==> config.mk <==
export PLATFORM = sky130hd
export DESIGN_NAME = fetch_redirect_ctrl
export DESIGN_NICKNAME = d
export VERILOG_FILES = /design/src/rtl/fetch_redirect_ctrl.sv
export SDC_FILE = /design/constraint.sdc
export NUM_CORES = 1
export LEC_CHECK = 0
export ABC_AREA = 1
export CORE_UTILIZATION = 39
export CTS_CLUSTER_DIAMETER = 80
export DETAILED_ROUTE_END_ITERATION = 7
export HOLD_SLACK_MARGIN = 0.1
export PLACE_DENSITY = 0.83
export SYNTH_ARGS = -nofsm -noshare
export SYNTH_HDL_FRONTEND = slang
export SYNTH_SLANG_ARGS = --single-unit
export TNS_END_PERCENT = 30
==> constraint.sdc <==
create_clock -name clk -period 2.2 [get_ports clk]
set_clock_uncertainty 0.2 [all_clocks]
set_input_delay 0.44 -clock clk [delete_from_list [all_inputs] [get_ports clk]]
set_output_delay 0.44 -clock clk [all_outputs]
set_load 0.03 [all_outputs]
==> src/rtl/fetch_redirect_ctrl.sv <==
// ID-side fetch redirect controller: branch/jump redirects, load-use stalls, memory-stall hold.
// Optional FETCH_REDIRECT_PERF_EN adds saturating stallCount/redirectCount outputs.
`ifndef WORD_LEN
`define WORD_LEN 16
`endif

module fetch_redirect_ctrl #(
  parameter int WORD_LEN   = `WORD_LEN,
  parameter int LOAD_STALL = 1
) (
  input  logic                clk,
  input  logic                rst,
  input  logic                idBrTaken,
  input  logic                idJump,
  input  logic [WORD_LEN-1:0] idOffset,
  input  logic [3:0]          idSrc1,
  input  logic [3:0]          idSrc2,
  input  logic                idUseSrc1,
  input  logic                idUseSrc2,
  input  logic                exeMemRead,
  input  logic [3:0]          exeDest,
  input  logic                memStall,
  output logic                brTaken,
  output logic [WORD_LEN-1:0] brOffset,
  output logic                jumpEnable,
  output logic                freeze,
  output logic                flush,
  output logic                bubble
`ifdef FETCH_REDIRECT_PERF_EN
  ,
  output logic [15:0]         stallCount,
  output logic [15:0]         redirectCount
`endif
);

  // state  | meaning
  // RUN    | normal operation, ID decisions evaluated
  // LSTALL | load-use stall, r_lsCnt counts remaining cycles
  // REDIR  | one redirect cycle pending/issuing (r_kind: 1=jump, 0=branch)
  typedef enum logic [1:0] {
    RUN    = 2'd0,
    LSTALL = 2'd1,
    REDIR  = 2'd2
  } state_t;

  localparam logic [1:0] LS_INIT = 2'(LOAD_STALL - 1);

  state_t              r_state;
  state_t              w_state_nxt;
  logic [1:0]          r_lsCnt;
  logic [1:0]          w_lsCnt_nxt;
  logic [WORD_LEN-1:0] r_brOffset;
  logic [WORD_LEN-1:0] w_brOffset_nxt;
  logic                r_kind;
  logic                w_kind_nxt;
  logic                w_hz;
  logic                w_issue;

  assign w_hz = exeMemRead & ((idUseSrc1 & (idSrc1 == exeDest)) |
                              (idUseSrc2 & (idSrc2 == exeDest)));

  always_ff @(posedge clk) begin
    if (rst) begin
      r_state    <= RUN;
      r_lsCnt    <= 2'd0;
      r_brOffset <= '0;
      r_kind     <= 1'b0;
    end else begin
      r_state    <= w_state_nxt;
      r_lsCnt    <= w_lsCnt_nxt;
      r_brOffset <= w_brOffset_nxt;
      r_kind     <= w_kind_nxt;
    end
  end

  always_comb begin
    w_state_nxt    = r_state;
    w_lsCnt_nxt    = r_lsCnt;
    w_brOffset_nxt = r_brOffset;
    w_kind_nxt     = r_kind;
    freeze         = 1'b0;
    bubble         = 1'b0;
    flush          = 1'b0;
    brTaken        = 1'b0;
    jumpEnable     = 1'b0;
    w_issue        = 1'b0;
    case (r_state)
      RUN: begin
        if (memStall) begin
          freeze = 1'b1;
        end else if (w_hz) begin
          freeze      = 1'b1;
          bubble      = 1'b1;
          w_lsCnt_nxt = LS_INIT;
          if (LOAD_STALL > 1) w_state_nxt = LSTALL;
        end else if (idJump | idBrTaken) begin
          w_brOffset_nxt = idOffset;
          w_kind_nxt     = idJump;
          w_state_nxt    = REDIR;
        end
      end
      LSTALL: begin
        freeze = 1'b1;
        if (!memStall) begin
          bubble      = 1'b1;
          w_lsCnt_nxt = r_lsCnt - 2'd1;
          if (r_lsCnt <= 2'd1) w_state_nxt = RUN;
        end
      end
      REDIR: begin
        // Redirect waits out memory stalls so IF never sees it alongside freeze.
        if (memStall) begin
          freeze = 1'b1;
        end else begin
          w_issue     = 1'b1;
          bubble      = 1'b1;
          jumpEnable  = r_kind;
          brTaken     = ~r_kind;
          flush       = ~r_kind;
          w_state_nxt = RUN;
        end
      end
      default: w_state_nxt = RUN;
    endcase
  end

  assign brOffset = r_brOffset;

`ifdef FETCH_REDIRECT_PERF_EN
  logic [15:0] r_stallCount;
  logic [15:0] r_redirectCount;

  always_ff @(posedge clk) begin
    if (rst) begin
      r_stallCount    <= 16'd0;
      r_redirectCount <= 16'd0;
    end else begin
      if (freeze && (r_stallCount != 16'hFFFF)) r_stallCount <= r_stallCount + 16'd1;
      if (w_issue && (r_redirectCount != 16'hFFFF)) r_redirectCount <= r_redirectCount + 16'd1;
    end
  end

  assign stallCount    = r_stallCount;
  assign redirectCount = r_redirectCount;
`endif

endmodule

Drive-strength map:
Bar = 20 um.
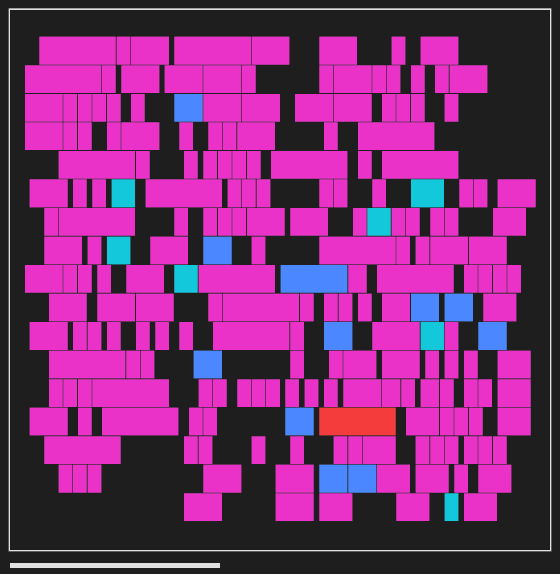
[blue] drive 3 to 4 | cells: 11
[red] drive 6 and up | cells: 1
[cyan] drive 2 | cells: 7
[magenta] drive 1 or less | cells: 195

Met1 routing:
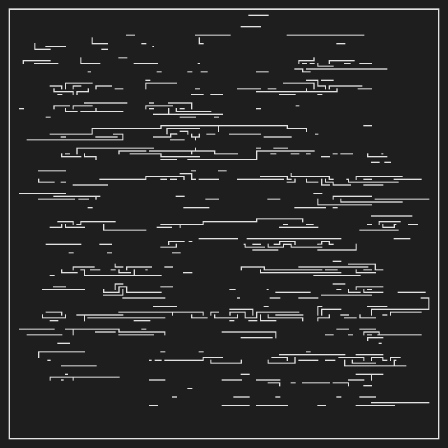
nets with wire on the layer: 209
main direction: horizontal
longest straight run: 15.2 um

==> impl_metrics.ini <==
; yosys + openroad results
[cts]
hold_buffers = 0
cts_buffer_depth = 2
tritoncts = built
cts_root_buf = clkbuf_4
htree_levels = 1
clk_pin_slew_worst_paths_ps = 90
insertion_delay_ps = 280

[layout]
layout_top_cell = nand2_1
nFillCells = 211
layout.nets = 252
final_cells = 242
drive_gt1_frac = 0.0888
syn_to_final_growth_pct = 61.3

[placement]
hpwl_mm = 1.89
pre_cts_slack_ps = -280
place_inst = 238
numPortBuffers = 56
gp_congestion = 0.644

[worst_setup_path]
path_cells = clkdlybuf4s15_1, inv_1, nand2_1, nand2_1, nor2_1, nand3_1, nand2_1, nand2_2, o21bai_1, buf_4
cpMaxStageDelayCell = clkdlybuf4s15_1
cp-startpoint = exeDest[0]
worstSetupPathType = primary input to output pin
reg2reg_from = r_state[1]
required_ps = 1560
slowest_delay_ps = 230
crit_fanout = 4
endpoint_kind = output pin
crit_top_cell = nand2_1
cp-start-kind = primary input

[synthesis]
synth.distinct_cells = 17
synthCells = 157
ys_cells = 157
ys_ff = 18
ys_area_um2 = 955
syn_area_um2 = 955
avgSynthCellArea_um2 = 6.08
syn_nets = 193
yosysWarnings = 0

[floorplanning]
core_um2 = 2250
die_w_um = 51.5
ios = 57
dieHeight_um = 51.5
die_area_um2 = 2650
fp_util = 0.423

[route]
num_vias = 1046
remaining_drc_errors = 0
wire_per_inst_um = 9.93
drtAntennaViolNets = 0
drtIter0Drc = 17
avgViaCountPerCell = 4.32
dr.pass1.iters = 4

[timing]
worstMarginPinSlew_ps = 459
worst_slack_ps = 79.8
finalCriticalPeriod_ps = 2120
slew_viol_final = 0
setup_viol = 0
post-route-period-util = 0.964
rsz0062_at_grt = yes
slew-limit-headroom = 0.692
fmax_ghz = 0.472
holdWs_ps = 285

[job]
drv_cap = 0
tool_warnings = 27

[global_route]
grt_pass1_vias = 1032
grt_max_degree = 36
antenna_found_initial = 0
grt_overflow = 0
grt_usage = 0.197

[run_status]
status = finished, final reports clean

[power_and_ir_drop]
p_leak_nw = 0.801
pwr_density_cell_nw_per_um2 = 537
power.total_uw = 828
max-vdd-ir-drop_mv = 0.441

[hold_path]
hold_class = flop to flop
Clock wiring as the flow saved it:
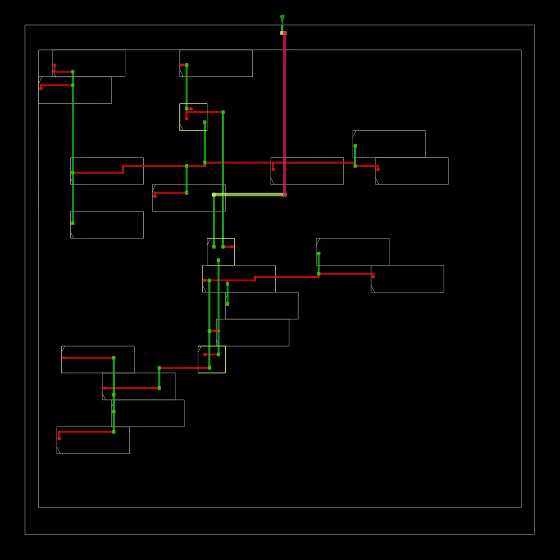
clock sink count: 18
CTS buffer count: 3
clkbuf count: 3
clock-net power: 156 uW
registers: 18

Met2 routing:
Cells faint in the background.
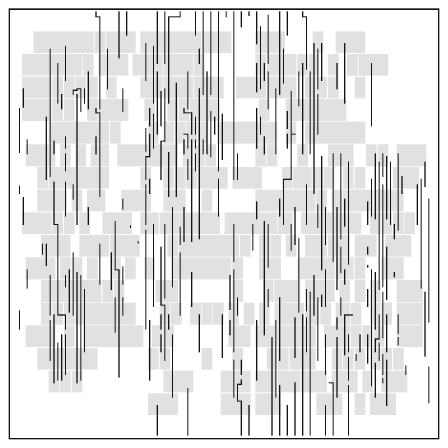
longest straight run: 20.1 um
main direction: vertical

-- layout make-up --
cell class                      count  area [um^2]  area share
Timing Repair Buffer               59          571       0.370
Inverter                           28          105      0.0682
Clock buffer                        3         22.5      0.0146
Tap cell                           28         35.0      0.0227
Sequential cell                    18          360       0.234
Multi-Input combinational cell    106          447       0.290
-- synth_stat cells --
master / number / area share
nand3_1: 2 / 0.010
o21ai_0: 1 / 0.0052
nand2_2: 3 / 0.020
buf_6: 3 / 0.035
nand2_1: 48 / 0.19
inv_2: 1 / 0.0039
inv_1: 26 / 0.10
clkinv_1: 1 / 0.0039
buf_4: 1 / 0.0079
dfxtp_1: 18 / 0.38
a21oi_1: 1 / 0.0052
o21bai_1: 1 / 0.0079
buf_2: 1 / 0.0052
nor2_1: 45 / 0.18
xnor2_1: 2 / 0.018
nand3_4: 1 / 0.018
nor2_2: 2 / 0.013
-- kinds of logic (layout without fill, tap and decap cells) --
family                 count (synthesis)  in the layout  synth area share
AND-OR/OR-AND                          3              3            0.0183
flip-flops                            18             18             0.377
AND/OR/NAND/NOR                      101            101             0.427
XOR/XNOR                               2              2            0.0184
buffers and inverters                 33             90             0.159
-- where the power goes --
part | total, mW | internal (mW) | switching (mW)
Clock | 0.156 | 0.0635 | 0.0928
Combinational | 0.301 | 0.140 | 0.161
Sequential | 0.370 | 0.356 | 0.0146
Total | 0.828 | 0.559 | 0.269
-- state kept, by name (all words and copies together), names as in the netlist --
name and flops:
r_kind 1, brOffset 16, r_state 1
-- worst max-delay path, delay by kind of cell --
kind / cells / cell delay (ps)
compound gates: 1 / 120
buf+inv: 3 / 470
simple gates: 6 / 440
-- what timing repair did --
action	CTS	global route
buffers inserted	1	0
gates cloned	0	0
pin swaps	10	4
setup endpoints to repair	2	4
gates resized	16	3
-- metrics by stage --
step	utilization	instance area [um^2]	TNS (ps)
2_1_floorplan	-	955	0
3_3_place_gp	0.674	1520	-943
3_5_place_dp	0.674	1520	-3040
4_1_cts	0.681	1540	0
5_1_grt	0.683	1540	-13.2
6_report	0.683	1540	0
-- metal layers --
layer | GRT usage | up-vias | share of wire
met5 | 0 | - | 0
met3 | 0.0298 | 2 | 0.059
met1 | 0.203 | 454 | 0.39
met4 | 0.0811 | 0 | 0.0067
li1 | - | 562 | -
met2 | 0.385 | 28 | 0.54
-- path summary, 6_finish.rpt --
| check | to | cells after the start | slack [ps] |
|---|---|---|---|
| setup reg to reg | brOffset[5] | 6 | 980 |
| setup / recovery | freeze | 10 | 80 |
| hold / removal | r_state[1] | 2 | 290 |
| hold reg to reg | r_state[1] | 2 | 290 |
Power and IR drop assume default switching activity.
